## src/rtl/rr_mux_arbiter.sv

```systemverilog
// rr_mux_arbiter: round-robin arbiter that shares an N:1 bit mux, one capped-length grant at a time.
// Revision 1.0
`default_nettype none

module rr_mux_arbiter #(
  parameter int N        = 8,
  parameter int SEL      = 3,
  parameter int MAX_HOLD = 4
) (
  input  logic           clk,
  input  logic           rst_n,
  input  logic [N-1:0]   req,
  input  logic [N-1:0]   data_in,
  output logic [N-1:0]   grant,
  output logic [SEL-1:0] sel,
  output logic           busy,
  output logic           out,
  output logic           timeout
);

  localparam int HW = (MAX_HOLD > 1) ? $clog2(MAX_HOLD) : 1;

  typedef enum logic [0:0] {
    S_IDLE  = 1'b0,
    S_GRANT = 1'b1
  } state_t;

  state_t         state, state_nx;
  logic [HW-1:0]  hold, hold_nx;
  logic [SEL-1:0] ptr, ptr_nx;
  logic [SEL-1:0] sel_nx;
  logic [N-1:0]   grant_nx;
  logic           busy_nx, out_nx, timeout_nx;

  logic [SEL-1:0] pick;
  logic [SEL-1:0] cand;
  logic           found;
  int             idx;
  logic           limit_hit;

  // Rotating priority search starting at ptr, wrapping modulo N.
  always_comb begin
    found = 1'b0;
    pick  = '0;
    cand  = '0;
    idx   = 0;
    for (int k = 0; k < N; k++) begin
      idx = int'(ptr) + k;
      if (idx >= N) idx = idx - N;
      cand = SEL'(idx);
      if (!found && req[cand]) begin
        found = 1'b1;
        pick  = cand;
      end
    end
  end

  assign limit_hit = (hold == HW'(MAX_HOLD - 1));

  always_comb begin
    state_nx   = state;
    hold_nx    = hold;
    ptr_nx     = ptr;
    sel_nx     = sel;
    grant_nx   = grant;
    busy_nx    = busy;
    out_nx     = 1'b0;
    timeout_nx = 1'b0;
    case (state)
      S_IDLE: begin
        if (found) begin
          state_nx = S_GRANT;
          grant_nx = N'(1) << pick;
          sel_nx   = pick;
          busy_nx  = 1'b1;
          hold_nx  = '0;
        end
      end
      S_GRANT: begin
        out_nx  = data_in[sel];
        hold_nx = hold + HW'(1);
        // A request dropping on the limit edge is a normal release, not a timeout.
        if (!req[sel] || limit_hit) begin
          state_nx   = S_IDLE;
          grant_nx   = '0;
          busy_nx    = 1'b0;
          hold_nx    = '0;
          ptr_nx     = (sel == SEL'(N - 1)) ? '0 : sel + SEL'(1);
          timeout_nx = req[sel];
        end
      end
      default: begin
        state_nx = S_IDLE;
        grant_nx = '0;
        busy_nx  = 1'b0;
        hold_nx  = '0;
      end
    endcase
  end

  always_ff @(posedge clk or negedge rst_n) begin
    if (!rst_n) begin
      state   <= S_IDLE;
      hold    <= '0;
      ptr     <= '0;
      sel     <= '0;
      grant   <= '0;
      busy    <= 1'b0;
      out     <= 1'b0;
      timeout <= 1'b0;
    end else begin
      state   <= state_nx;
      hold    <= hold_nx;
      ptr     <= ptr_nx;
      sel     <= sel_nx;
      grant   <= grant_nx;
      busy    <= busy_nx;
      out     <= out_nx;
      timeout <= timeout_nx;
    end
  end

endmodule

`default_nettype wire

```

## config.mk

```make
export PLATFORM = sky130hd
export DESIGN_NAME = rr_mux_arbiter
export DESIGN_NICKNAME = d
export VERILOG_FILES = /design/src/rtl/rr_mux_arbiter.sv
export SDC_FILE = /design/constraint.sdc
export NUM_CORES = 1
export LEC_CHECK = 0
export ABC_AREA = 1
export CORE_MARGIN = 10
export CORE_UTILIZATION = 64
export DETAILED_ROUTE_END_ITERATION = 12
export DONT_BUFFER_PORTS = 1
export PLACE_DENSITY = 0.86
export SETUP_SLACK_MARGIN = 0.15
export SLEW_MARGIN = 5
export SYNTH_ARGS = -nofsm -noshare
export SYNTH_HDL_FRONTEND = slang
export SYNTH_SLANG_ARGS = --single-unit
export TNS_END_PERCENT = 30
```

## constraint.sdc

```tcl
create_clock -name clk -period 3.2 [get_ports clk]
set_clock_uncertainty 0.05 [all_clocks]
set_input_delay 0.64 -clock clk [delete_from_list [all_inputs] [get_ports clk]]
set_output_delay 0.64 -clock clk [all_outputs]
set_load 0.02 [all_outputs]
```

Figure 1. Routed metal per tile (run 1).
15 x 15 tiles, from black (low) to pale yellow (high), scaled to the fullest tile. Values are wire area over tile area, all layers added.
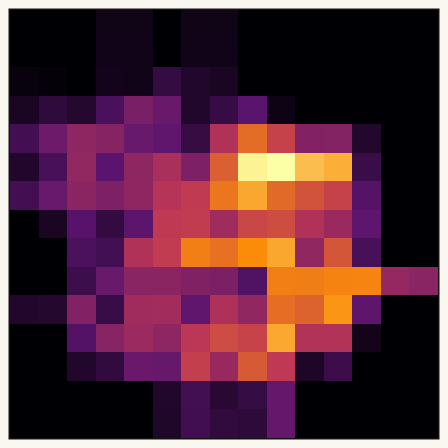
- tiles over half the peak: 16%
- nearly empty tiles: 36%
- mean over tiles: 0.14
- fullest tile: 0.62
- densest ninth of the die: centre
- emptiest ninth of the die: upper right

Figure 2. The metal 3 layer (run 1).
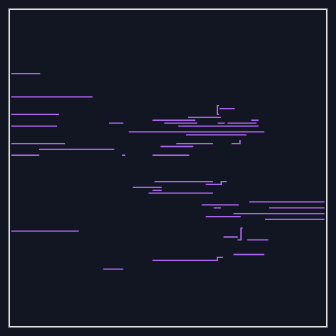
- wire length on this layer: 393 um
- main direction: horizontal
- nets with wire on the layer: 36
- longest straight run: 31.3 um

Figure 3. Sequential cells grouped by signal name (run 1).
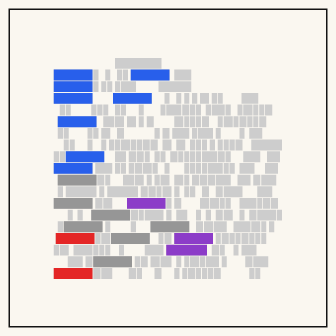
- grant: blue (placed flops 8)
- hold: red (placed flops 2)
- ptr: purple (placed flops 3)
- not coloured: 7
FF/Latch Area: 502 um2
final core utilization: 69.5%
fraction of area in registers: 26.2%

## run 1: what timing repair did
| item | CTS | global route |
|---|---|---|
| gates resized | 0 | 1 |
| hold endpoints to repair | 20 | 0 |
| setup endpoints to repair | 0 | 3 |
| hold buffers | 1 | 0 |
## run 1: routing by layer
layer	global-route usage, %	routed length (um)	up-vias
met4	5.59	57	0
met2	28.5	2160	75
met5	0	0	-
li1	-	-	871
met1	21.8	1870	802
met3	2.96	392	7
## run 1: sequential cells by signal, summed over array words and instances, names as in the netlist
register / count
hold: 2
sel: 3
out: 1
timeout: 1
grant: 8
busy: 1
state: 1
ptr: 3
## run 1: worst paths after layout
path	from	slack, ns	endpoint
worst min register to register	hold[0]	0.44	hold[0]
worst max-delay path	ptr[0]	0.50	grant[4]
max in group asynchronous	rst_n	1.74	ptr[0]
worst max register to register	ptr[0]	0.50	grant[4]
worst min-delay path	hold[0]	0.44	hold[0]
min in group asynchronous	rst_n	0.80	sel[1]
## run 1: cells by family after synthesis
| group | Yosys count | share of synthesized area, % |
|---|---|---|
| DFF | 20 | 27.2 |
| adders and majority gates | 5 | 3.40 |
| and+or+nand+nor | 175 | 50.0 |
| xor gates and xnor gates | 4 | 1.90 |
| AOI/OAI and AO/OA | 25 | 7.82 |
| muxes | 1 | 0.544 |
| buffers and inverters | 37 | 9.11 |
## run 1: per-stage QoR
stage | util (%) | setup slack, ns | hold WS [ns] | std cells | area, um2
3_5_place_dp | 67.2 | 0.455 | 0.295 | 295 | 1850
5_1_grt | 69.5 | 0.274 | 0.478 | 300 | 1920
4_1_cts | 69.4 | 0.404 | 0.443 | 300 | 1910
6_report | 69.5 | 0.496 | 0.441 | 300 | 1920
3_3_place_gp | 67.2 | 0.513 | 0.295 | 295 | 1850
2_1_floorplan | - | 0.794 | 0.294 | 267 | 1840
## run 1: worst register-to-register path, stage by stage, from the launching register on
cell and delay [ns]:
dfrtp_2 0.51, inv_4 0.13, ha_1 0.42, inv_2 0.17, nand3_1 0.14, nand3_2 0.12, nand2_4 0.08, nor2_8 0.14
nand4_4 0.11, nor2_4 0.20, nand3b_4 0.12, nand2_4 0.13, inv_4 0.06, nor2_8 0.12, nand2_1 0.07, nand2_1 0.07
## run 1: cell type report
type | instances | area, um2 | share of cell area, %
multi-input cells | 210 | 1170 | 61.2
flip-flops and latches | 20 | 502 | 26.2
inverters | 32 | 125 | 6.53
well taps | 31 | 38.8 | 2.02
clock inverters | 1 | 30.0 | 1.57
repair buffers | 3 | 25.0 | 1.31
clock buffers | 3 | 22.5 | 1.18
==> flow_summary.json, run 1 <==
{
  "wl_per_cell_um": 14.9,
  "tool_warnings": 27,
  "final_nets": 293,
  "hp-class": "reg2reg",
  "area_growth_pct": 4.08,
  "overflow": 0,
  "die_h_um": 73.6,
  "diodes": 0,
  "min_path_cells": 1,
  "cap_violations": 0,
  "maxSlewHeadroom_pct": 43.9,
  "period_used_pct": 84.5,
  "rsz0062_at_grt": "no",
  "post-synth-top-count-cell": "nand2_1",
  "layout_min_cycle_time_ns": 2.70,
  "fp.dieW_um": 73.6,
  "lay_top_count": "nand2_1",
  "synth_stat.cells": 267,
  "common_cells": "nand2_1 (80), nand3_1 (27), nor2_1 (27), inv_1 (24), dfrtp_1 (20)",
  "r2r_cells": 15,
  "grt_max_degree": 21,
  "drc": 0,
  "finalHoldViolations": 0,
  "fp_util_pct": 66.7,
  "cts_made_buffers": 3,
  "syn_area_mm2": 0.00184,
  "critPathRequiredTime_ns": 3.40,
  "crit_family": "simple AND/OR/NAND/NOR gates",
  "drtPass1Iterations": 5,
  "crit_path_top_delay_cell": "dfrtp_2",
  "cts_buffer_depth": 2,
  "grt_pass1_vias": 1645,
  "clock_sink_count": 20,
  "arrival_ns": 2.90,
  "status": "finished, final reports clean",
  "tritoncts": "done",
  "synthDistinctLibCells": 33,
  "final.fill_count": 235,
  "top_area_share_pct": 27.2,
  "max_freq_ghz": 0.370,
  "drt-vias-per-instance": 5.85,
  "max_stage_delay_ns": 0.51,
  "worst-path-stages": 15,
  "path_cells": "inv_4 -> ha_1 -> inv_2 -> nand3_1 -> nand3_2 -> nand2_4 -> nor2_8 -> nand4_4 -> nor2_4 -> nand3b_4 -> nand2_4 -> inv_4 -> nor2_8 -> nand2_1 -> nand2_1",
  "worst_pin_slew_ns": 0.838,
  "crit_path_end_kind": "flop",
  "port_buffers": 0,
  "syn_inst": 267,
  "slew_violations": 0,
  "yosysChipArea_mm2": 0.00184,
  "hpwl_um": 3610,
  "critPathLaunchType": "flop",
  "ios": 32,
  "fp-row-count": 19,
  "clk_latency_ns": 0.32,
  "drt_iter0_markers": 258
}
Figure 4. Nets reached from selected ports (run 1).
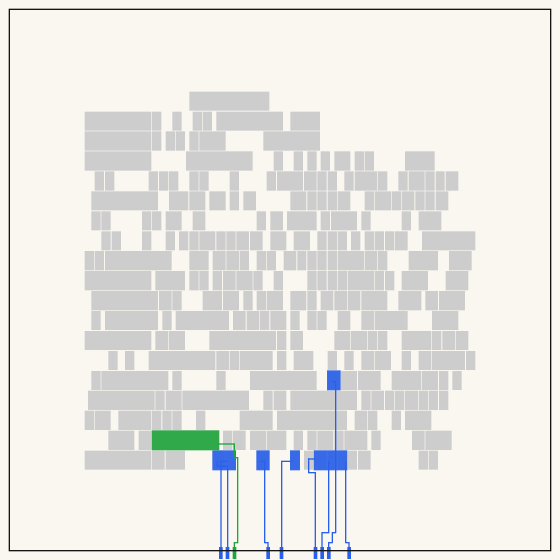

==> run 2: changes to the inputs <==
Settings changed: CORE_UTILIZATION 64 to 57, PLACE_DENSITY 0.86 to 0.81.
Clock period 3.2 ns to 2.2 ns, I/O delays scaled along.
Figure 5. Nets reached from selected ports (run 2).
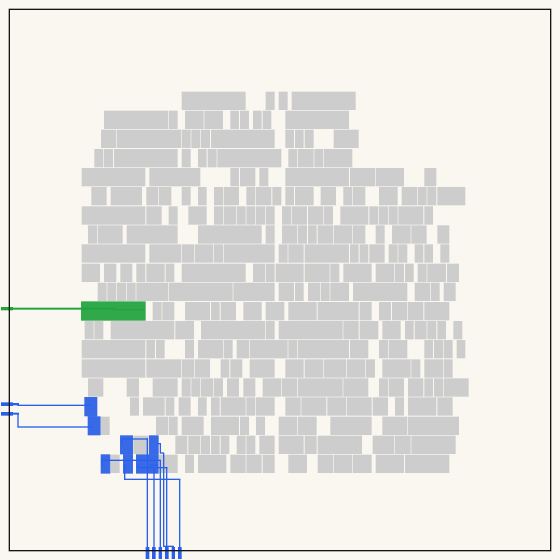
- timeout: green (direction output; end cells 1; buffers 0; wire 18.8 um)
- data_in: blue (direction input; end cells 8; buffers 0; wire 130 um)
number of port buffers: 0
I/O pin total: 32

==> run 2 against run 1 <==
Against the previous run:
- the run now ends with setup timing left
- register-to-register slack lost 0.71 ns
- non-clock buffer count is 29 higher
- global-route usage down 1.5 points
- via count up 9.1%
- synthesized area is the same
- final area grew 23%
- hold slack worse by 0.11 ns
- flip-flop count is the same
- critical path depth unchanged
- first-iteration DRC count fell by 56%
- critical path type unchanged
==> flow_summary.json, run 2 <==
{
  "ys_sh_xor_pct": 1.90,
  "grt_pass1_wl_um": 7930,
  "clk_latency_ns": 0.30,
  "top_register": "grant",
  "hp-class": "in2reg",
  "seqCellArea_um2": 500,
  "synth_flops": 20,
  "synth_top_cell_by_area": "dfrtp_1",
  "place_inst": 332,
  "fin_ws_ns": -0.213,
  "crit_fanout": 6,
  "area_growth_pct": 27.5,
  "diodes": 0,
  "die_h_um": 76.8,
  "worst_pin_slew_ns": 0.861,
  "overflow": 0,
  "common_cells": "nand2_1 (80), nand3_1 (27), nor2_1 (27), inv_1 (24), dfrtp_1 (20)",
  "fp.dieW_um": 76.8,
  "edf_count": 0,
  "cts_root_buf": "clkbuf_4",
  "final.fill_count": 219,
  "synthDistinctLibCells": 33,
  "chipArea_mm2": 0.00590,
  "ys_warn_count": 0,
  "top_area_share_pct": 27.2,
  "drc": 0,
  "grt_pass1_vias": 1750,
  "simple_gate_share_pct": 50.0,
  "arrival_ns": 2.61,
  "clock_sink_count": 20,
  "top_regs": "grant x8, ptr x3, sel x3",
  "wl_met1_um": 2100,
  "status": "complete, but fails checks",
  "path_class": "reg2reg",
  "drt_iter0_markers": 113,
  "fp_util_pct": 59.8,
  "slew_violations": 0,
  "synth_stat.cells": 267,
  "tritoncts": "done",
  "post-synth-top-count-cell": "nand2_1",
  "crit_path_end_kind": "flop",
  "cts_made_buffers": 3,
  "final_nets": 322,
  "finalHoldViolations": 0,
  "syn_inst": 267,
  "drt_wl_total_um": 5490,
  "lay_top_count": "nand2_1",
  "via_count": 1914,
  "final_cell_mix": "nand2_1 (70), buf_4 (29), inv_1 (23)",
  "hpwl_um": 3850,
  "grt_usage_pct": 15.7,
  "drive_gt1_share_pct": 35.6,
  "maxSlewHeadroom_pct": 42.4,
  "rsz0062_at_grt": "yes",
  "htreeDepth": 1,
  "critPathRequiredTime_ns": 2.40,
  "place_congestion": 0.872,
  "wl_per_cell_um": 16.1,
  "async_reset_ff_share_pct": 100,
  "critPathLaunchType": "flop",
  "syn_area_mm2": 0.00184,
  "max_freq_ghz": 0.414,
  "largest_reg_flops": 8,
  "clk_pin_slew_worst_paths_ns": 0.11,
  "ant_nets": 0,
  "cts_buffer_depth": 2,
  "drt-vias-per-instance": 5.60,
  "drtPass1Iterations": 4,
  "wl_met2_um": 2920,
  "layout_min_cycle_time_ns": 2.41,
  "synth.mux.area_fraction_pct": 0.544,
  "violations": "setup timing",
  "fin_cells": 342,
  "cap_violations": 0,
  "syn_nets": 290,
  "antenna_found_initial": 0,
  "syn_avg_cell_area_um2": 6.89,
  "fp-row-count": 20,
  "logic_area_mm2": 0.00136,
  "grt_max_degree": 21,
  "topRoutingLayerUsed": "met4",
  "fa_ha_area_share_pct": 3.40,
  "synthFlopType": "dfrtp_1",
  "period_used_pct": 110,
  "seq_area_frac_synth_pct": 27.2,
  "compound_area_share_pct": 7.82,
  "finalSetupViolations": 14,
  "yosysChipArea_mm2": 0.00184,
  "area_leaders": "dfrtp_1 (27%), nand2_1 (16%), nand3_1 (7.3%)",
  "tool_warnings": 30,
  "logic_family": "simple AND/OR/NAND/NOR gates",
  "final_util_pct": 76.3,
  "wl_met3_um": 349,
  "core-area_mm2": 0.00308
}
Figure 6. Routed metal per tile (run 2).
15 x 15 tiles, from black (low) to pale yellow (high), scaled to the fullest tile. Values are wire area over tile area, all layers added.
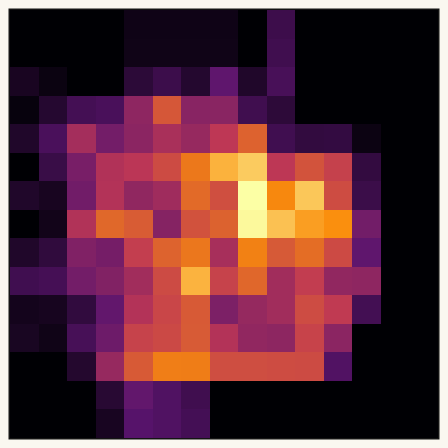
- tiles over half the peak: 22%
- nearly empty tiles: 35%
- emptiest ninth of the die: upper right
- mean over tiles: 0.15
- densest ninth of the die: centre
- fullest tile: 0.62

## run 2: cell counts after synthesis
Identical to the previous run, type by type.
## run 2: path summary, 6_finish.rpt
check                           depth (start not counted)  slack, ns  endpoint        from
max in group asynchronous                               1       0.94    ptr[1]       rst_n
min in group asynchronous                               1       0.63  grant[1]       rst_n
worst max-delay path                                   15      -0.21  grant[5]      ptr[0]
worst min register to register                          1       0.44   hold[0]     hold[0]
worst min-delay path                                    2       0.33       out  data_in[3]
worst max register to register                         15      -0.21  grant[5]      ptr[0]
## run 2: repair_timing
action                                  CTS  global route
endpoints found under the setup margin   15            15
endpoints found under the hold margin    20             0
gates resized                             9            34
buffers inserted                          1             4
pin swaps                                13            19
hold buffers                              1             0
## run 2: logic make-up (layout without fill, tap and decap cells)
group / after synthesis / in the layout
compound gates: 25 / 25
xor+xnor: 4 / 4
fa+ha+maj: 5 / 5
buf+inv: 37 / 68
flops: 20 / 20
mux: 1 / 1
simple gates: 175 / 175
## run 2: final cells by class
class | count | area share (%)
clock buffers | 4 | 1.55
inverters | 32 | 5.65
multi-input cells | 210 | 58.1
flip-flops and latches | 20 | 21.3
well taps | 44 | 2.35
repair buffers | 32 | 11.0
## run 2: routing by layer
layer | global-route usage, % | vias up
met3 | 2.56 | 15
met1 | 18.2 | 894
li1 | - | 931
met4 | 5.02 | 0
met5 | 0 | -
met2 | 28.3 | 74
## run 2: critical path, stage by stage, from the launching register on
cell      delay (ns)
dfrtp_1         0.47
inv_4           0.08
ha_4            0.38
nand3_2         0.10
nand2_2         0.09
nand2_2         0.06
nand2_4         0.09
buf_6           0.10
nand4_4         0.11
nor2_4          0.19
nand4_1         0.17
clkinv_1        0.10
nor2_1          0.06
nor2_2          0.15
nand2_1         0.09
nand2_1         0.06
## run 2: through the flow
step                      instance area, um2  worst slack, ns  hold slack, ns  TNS [ns]
after floorplan                         1870          -0.0510          0.0944    -0.427
after global placement                  2090          -0.0363          0.0950    -0.259
after detailed placement                2090           -0.103          0.0949    -0.682
after CTS                               2180          -0.0644           0.324    -0.456
after global routing                    2350           -0.308           0.339     -3.30
final                                   2350           -0.213           0.329     -1.78
Figure 7. Sequential cells grouped by signal name (run 2).
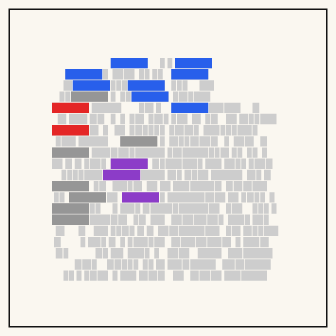

==> run 3: changes to the inputs <==
Settings changed: ABC_AREA 1 to 0, PLACE_DENSITY 0.81 to 0.75.
Figure 8. Sequential cells grouped by signal name (run 3).
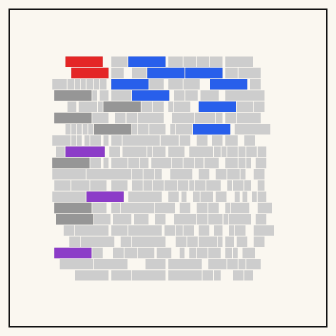
- ptr: purple (placed flops 3)
- grant: blue (placed flops 8; where top centre)
- hold: red (placed flops 2)
- not coloured: 7

==> run 3 against run 2 <==
Against the previous run:
- the run still ends with setup timing left
- utilization increased by 5.5 points
- non-clock buffer count grew 24
- critical endpoint is now grant[6]
- register-to-register slack got worse by 0.63 ns
==> flow_summary.json, run 3 <==
{
  "edf_count": 0,
  "common_cells": "dfrtp_1 (20), nand2_1 (19), mux4_2 (14), nor2_1 (13), mux2i_1 (11)",
  "port_buffers": 0,
  "clk_pin_slew_worst_paths_ns": 0.12,
  "drt-vias-per-instance": 6.65,
  "crit_fanout": 8,
  "finalHoldViolations": 0,
  "period_used_pct": 138,
  "final_cell_mix": "buf_4 (48), dfrtp_1 (19), nand2_1 (18)",
  "cts_buffer_depth": 2,
  "final.fill_count": 174,
  "top_area_share_pct": 27.6,
  "topRoutingLayerUsed": "met4",
  "ios": 32,
  "area_leaders": "dfrtp_1 (28%), mux4_2 (17%), mux2i_1 (6.1%)",
  "diodes": 0,
  "area_growth_pct": 37.4,
  "fp_util_pct": 59.5,
  "syn_avg_cell_area_um2": 10.4,
  "place_inst": 260,
  "status": "complete, but fails checks",
  "rsz0062_at_grt": "yes",
  "wl_met1_um": 2220,
  "wl_met2_um": 3040,
  "finalSetupViolations": 15,
  "tritoncts": "done",
  "slew_violations": 0,
  "grt_pass1_wl_um": 9190,
  "overflow": 0,
  "pre_cts_slack_ns": -0.809,
  "grt_max_degree": 21,
  "drtPass1Iterations": 4,
  "largest_reg_flops": 8,
  "fin_cells": 271,
  "cts_made_buffers": 3,
  "worst_pin_slew_ns": 0.896,
  "synthDistinctLibCells": 51,
  "seq_area_frac_synth_pct": 27.6,
  "maxSlewHeadroom_pct": 40.1,
  "top_regs": "grant x8, ptr x3, sel x3",
  "max_freq_ghz": 0.329,
  "fp-row-count": 20,
  "drt_iter0_markers": 188,
  "syn_area_mm2": 0.00182,
  "fin_ws_ns": -0.842,
  "post-synth-top-count-cell": "dfrtp_1",
  "syn_nets": 197,
  "clk_latency_ns": 0.32,
  "antenna_found_initial": 0,
  "arrival_ns": 3.21,
  "synthFlopType": "dfrtp_1",
  "grt_pass1_vias": 1870,
  "logic_area_mm2": 0.00140,
  "tns_ns": -10.72,
  "fp.dieW_um": 76.4,
  "htreeDepth": 1,
  "lay_top_count": "buf_4",
  "drive_gt1_share_pct": 52.4,
  "top_register": "grant",
  "cts_root_buf": "clkbuf_4",
  "final_nets": 251,
  "drt_wl_total_um": 5840,
  "path_class": "reg2reg",
  "hpwl_um": 4130,
  "place_congestion": 0.978,
  "syn_inst": 174,
  "core-area_mm2": 0.00305,
  "grt_usage_pct": 18.6,
  "yosysChipArea_mm2": 0.00182,
  "critPathLaunchType": "flop",
  "drc": 0,
  "ant_nets": 0,
  "async_reset_ff_share_pct": 100,
  "wl_met3_um": 413,
  "hp-class": "reg2reg",
  "crit_path_end_kind": "flop",
  "tool_warnings": 30,
  "seqCellArea_um2": 502,
  "synth_stat.cells": 174,
  "fin_area_mm2": 0.00249,
  "final_util_pct": 81.7,
  "cap_violations": 0,
  "whs_ns": 0.451,
  "critPathRequiredTime_ns": 2.37,
  "layout_min_cycle_time_ns": 3.04,
  "synth_top_cell_by_area": "dfrtp_1",
  "ys_warn_count": 0,
  "violations": "setup timing",
  "wl_per_cell_um": 21.5,
  "synth_flops": 20,
  "chipArea_mm2": 0.00584,
  "clock_sink_count": 20,
  "placed_area_mm2": 0.00222,
  "via_count": 1802,
  "die_h_um": 76.4
}
Figure 9. Nets reached from selected ports (run 3).
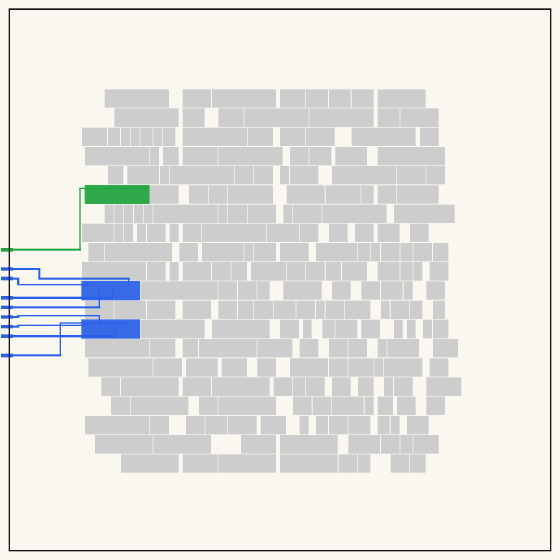

-- run 3: cell count changes after synthesis, sizes merged, moves of 8 or more --
cell	change
nand2	-73
nor2	-22
nand3	-34
nand4	-8
mux4	+14
mux2i	+11
inv	-22
-- run 3: routing by layer --
layer | up-vias | GRT usage [%]
met5 | - | 0
met3 | 23 | 5.31
met1 | 922 | 20.1
met2 | 84 | 32.7
met4 | 0 | 8.36
li1 | 773 | -
-- run 3: what timing repair did --
| item | 4_1_cts | 5_1_grt |
|---|---|---|
| setup endpoints to repair | 15 | 15 |
| hold buffers | 1 | 0 |
| pin swaps | 7 | 11 |
| hold endpoints to repair | 20 | 0 |
| resized | 10 | 29 |
| buffers inserted | 3 | 3 |
-- run 3: cell type report --
cell class,instances,share of cell area (%)
Multi-Input combinational cell,138,55.9
Sequential cell,20,20.1
Timing Repair Buffer,56,18.0
Tap cell,44,2.21
Inverter,9,1.65
Clock inverter,1,1.20
Clock buffer,3,0.903
-- run 3: critical path, stage by stage (launching register included) --
cell	delay [ns]
dfrtp_1	0.45
inv_4	0.06
ha_4	0.30
mux2i_2	0.16
mux4_2	0.50
a22oi_2	0.37
nor3_2	0.11
o21a_1	0.16
o311ai_4	0.36
nor2b_1	0.15
a32o_1	0.28
-- run 3: logic make-up (layout without fill, tap and decap cells) --
| group | Yosys count | after routing | share of synthesized area (%) |
|---|---|---|---|
| AOI/OAI and AO/OA | 45 | 45 | 19.1 |
| DFF | 20 | 20 | 27.6 |
| adders and majority gates | 5 | 5 | 3.45 |
| muxes | 33 | 33 | 28.7 |
| xor gates and xnor gates | 3 | 3 | 1.45 |
| buffers and inverters | 16 | 69 | 4.41 |
| and+or+nand+nor | 52 | 52 | 15.3 |
-- run 3: worst paths after layout --
kind	start	endpoint	slack (ns)	cells after the start
setup reg to reg	ptr[0]	grant[6]	-0.84	10
hold reg to reg	hold[0]	hold[0]	0.45	1
max in group asynchronous	rst_n	ptr[1]	0.86	1
min in group asynchronous	rst_n	hold[0]	0.63	1
hold / removal	hold[0]	hold[0]	0.45	1
setup / recovery	ptr[0]	grant[6]	-0.84	10
